Design param_shift_reg_flat, sky130hd; sources not shown.
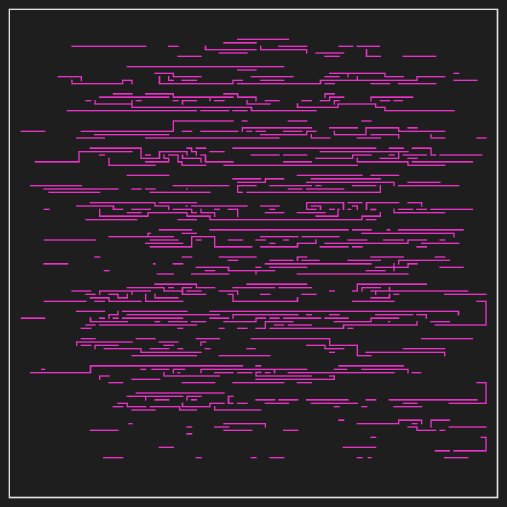
(met1 routing)
Scale: 10 px per um.
- longest straight run: 24.8 um
- wire length on this layer: 1,410 um
- nets with wire on the layer: 176
- main direction: horizontal
WL final: 3370 um
met1 Usage GRT: 0.381
Vias: 1,245

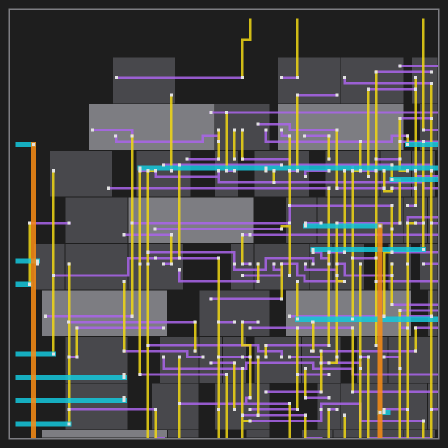
(a small window of the routed layout)
Region (0, 24) to (25, 49) um. Cells in grey, sequential cells in the stronger grey; small squares are vias.
- metal 3: cyan
- metal 4: orange
- metal 1: purple
- metal 2: yellow
- most frequent: clkdlybuf4s50_1 (8), dfxtp_1 (5)
- sequential cells in the window: 5
- cells with their middle in the window: 43

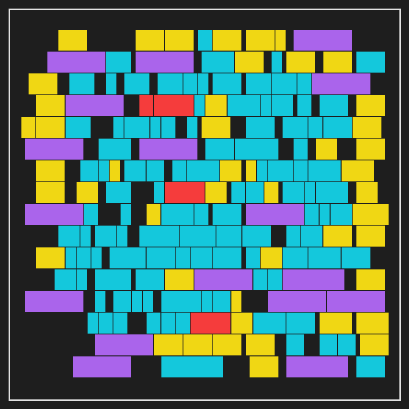
(placed cells, one colour a class)
Scale: 8 px per um.
- remaining buffers and delay cells: yellow (cells 47)
- sequential cells: purple (cells 17)
- combinational and other logic: cyan (cells 108)
- clock drivers and dummy loads: red (cells 4)
post-layout util: 0.811
sequential cell area share: 0.211
Post-Layout Inst Area: 1620 um2

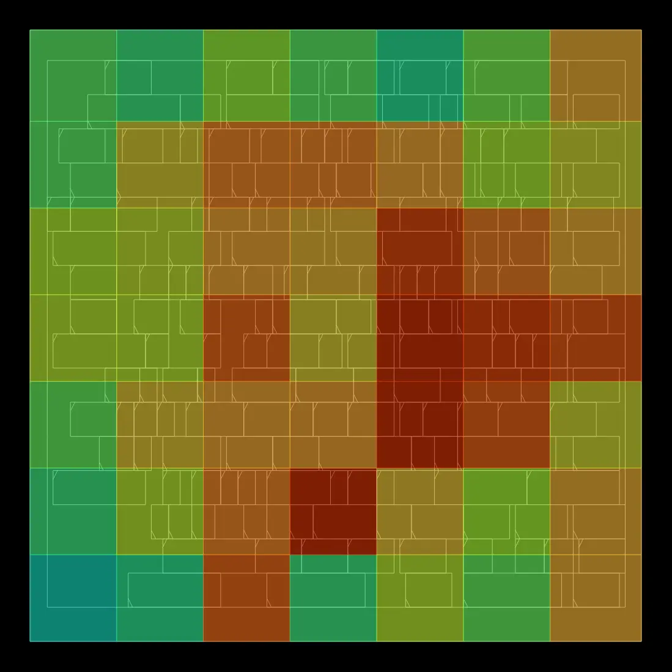
(routing congestion map)
WL per Instance: 16.6 um
Global Route met2 Usage: 0.444
GRT Util Overall: 0.282

==> impl_metrics.yaml <==
# flow metrics
sta:
  fin_skew_ns: 0.00339
  min_period_ns: 1.82
  setup_viol_count_final: 0
  setup_slack_ns: 0.323
  worstMarginPinSlew_ns: 0.466
  tns_ns: 0
synthesis:
  edf_count: 0
  yosys_warnings: 0
  ys_sh_xor: 0
  synth.cell_area_um2: 1180
  ys_area_um2: 1180
  adder_share: 0.0213
  ys_sh_mux: 0.188
  synth.logic.top_family: "simple AND/OR/NAND/NOR gates"
  synth-main-ff-cell: "dfxtp_1"
  synth-seq-cells: 17
  simple_gate_share: 0.239
  topCellsByArea: "dfxtp_1 (29%), mux2i_1 (10%), mux2_2 (8.6%), a21oi_1 (5.5%), nand2_1 (3.8%)"
  syn_nets: 158
  synthArstFlopShare: 0
  synthAoiAreaFrac: 0.203
  ys_cells: 136
  seq_area_frac_synth: 0.289
clocking:
  cts_tree: "built"
  clk_path_buf_depth: 2
  htreeDepth: 1
  numCtsBuffers: 3
power_and_ir_drop:
  clkPwrFrac: 0.284
  power_density_nw_per_um2: 547
  p_seq_frac: 0.419
  p_leak_nw: 0.610
  p_sw_frac: 0.304
  power_switching_mw: 0.270
worst_hold_path:
  hold_class: "in2reg"
  min_path_cells: 3
route:
  drtIter0Drc: 53
  drc: 0
  ant_nets: 0
cells_and_area:
  drive_gt1_frac: 0.210
  largest_register_ffs: 8
  final_cell_mix: "clkdlybuf4s50_1 (28), dfxtp_1 (15), a21oi_1 (13)"
  antenna_cells: 0
  nets: 199
  syn_to_final_growth_pct: 38.1
critical_path:
  cp.depth: 6
  crit_family: "multiplexers"
  required_ns: 1.93
  end_kind: "output port"
  reg2reg_slack_ns: 0.62
  crit_buf_inv: 2
  r2r_cells: 6
  crit_arrival_ns: 1.60
placement:
  pre_cts_slack_ns: 0.230
  port-buffer-count: 29
die:
  fp.dieArea_um2: 2370
  ios: 31
global_routing:
  antenna_found_initial: 0
  grt_max_degree: 11
  grt_pass1_vias: 1125
run_status:
  outcome: "finished, final reports clean"
run:
  warnings: 27
## layout make-up
type	instances	area, um2
Fill cell	121	378
Timing Repair Buffer	36	345
Clock inverter	1	5.00
Clock buffer	3	41.3
Multi-Input combinational cell	105	773
Tap cell	27	33.8
Buffer	11	71.3
Sequential cell	17	343
Inverter	3	11.3
## what timing repair did
item / CTS / global route
pin swaps: 0 / 1
buffers inserted: 0 / 7
gates resized: 4 / 5
setup endpoints to repair: 1 / 1
## power by group through the flow
stage | Combinational, mW | Sequential (mW) | Clock, mW
3_5_place_dp | 0.238 | 0.377 | 0
5_1_grt | 0.283 | 0.376 | 0.269
2_1_floorplan | 0.140 | 0.370 | 0
6_report | 0.263 | 0.373 | 0.253
3_3_place_gp | 0.232 | 0.374 | 0
4_1_cts | 0.242 | 0.371 | 0.251
## metal layers
layer	vias to the layer above	wire length, um	global-route usage
met5	-	0	0
met4	0	121	0.142
met3	15	236	0.0283
met2	73	1600	0.444
met1	579	1410	0.381
li1	578	-	-
## logic make-up (layout without fill, tap and decap cells)
kind of cell             after synthesis  in the layout
multiplexers                          21             21
buffers and inverters                 14             54
AND/OR/NAND/NOR                       45             45
AND-OR/OR-AND                         37             37
adder cells (fa/ha/maj)                2              2
flip-flops                            17             17
## synthesized netlist by cell type (4+ instances only)
cell      instances
mux2i_1          12
mux2_2            9
nor2_1           10
nand2_1          12
nor2b_1           5
o21ai_0           8
nand4b_1          5
buf_2             4
a21oi_1          13
dfxtp_1          17
o221ai_1          5
## metrics by stage
step,util,instances,area (um2),hold slack [ns]
final,0.811,203,1620,0.384
after global routing,0.811,203,1620,0.408
after CTS,0.779,196,1560,0.390
after detailed placement,0.749,192,1500,0.496
after global placement,0.749,192,1500,0.482
after floorplan,-,136,1180,0.383
Power is estimated from default activity; no workload was simulated.
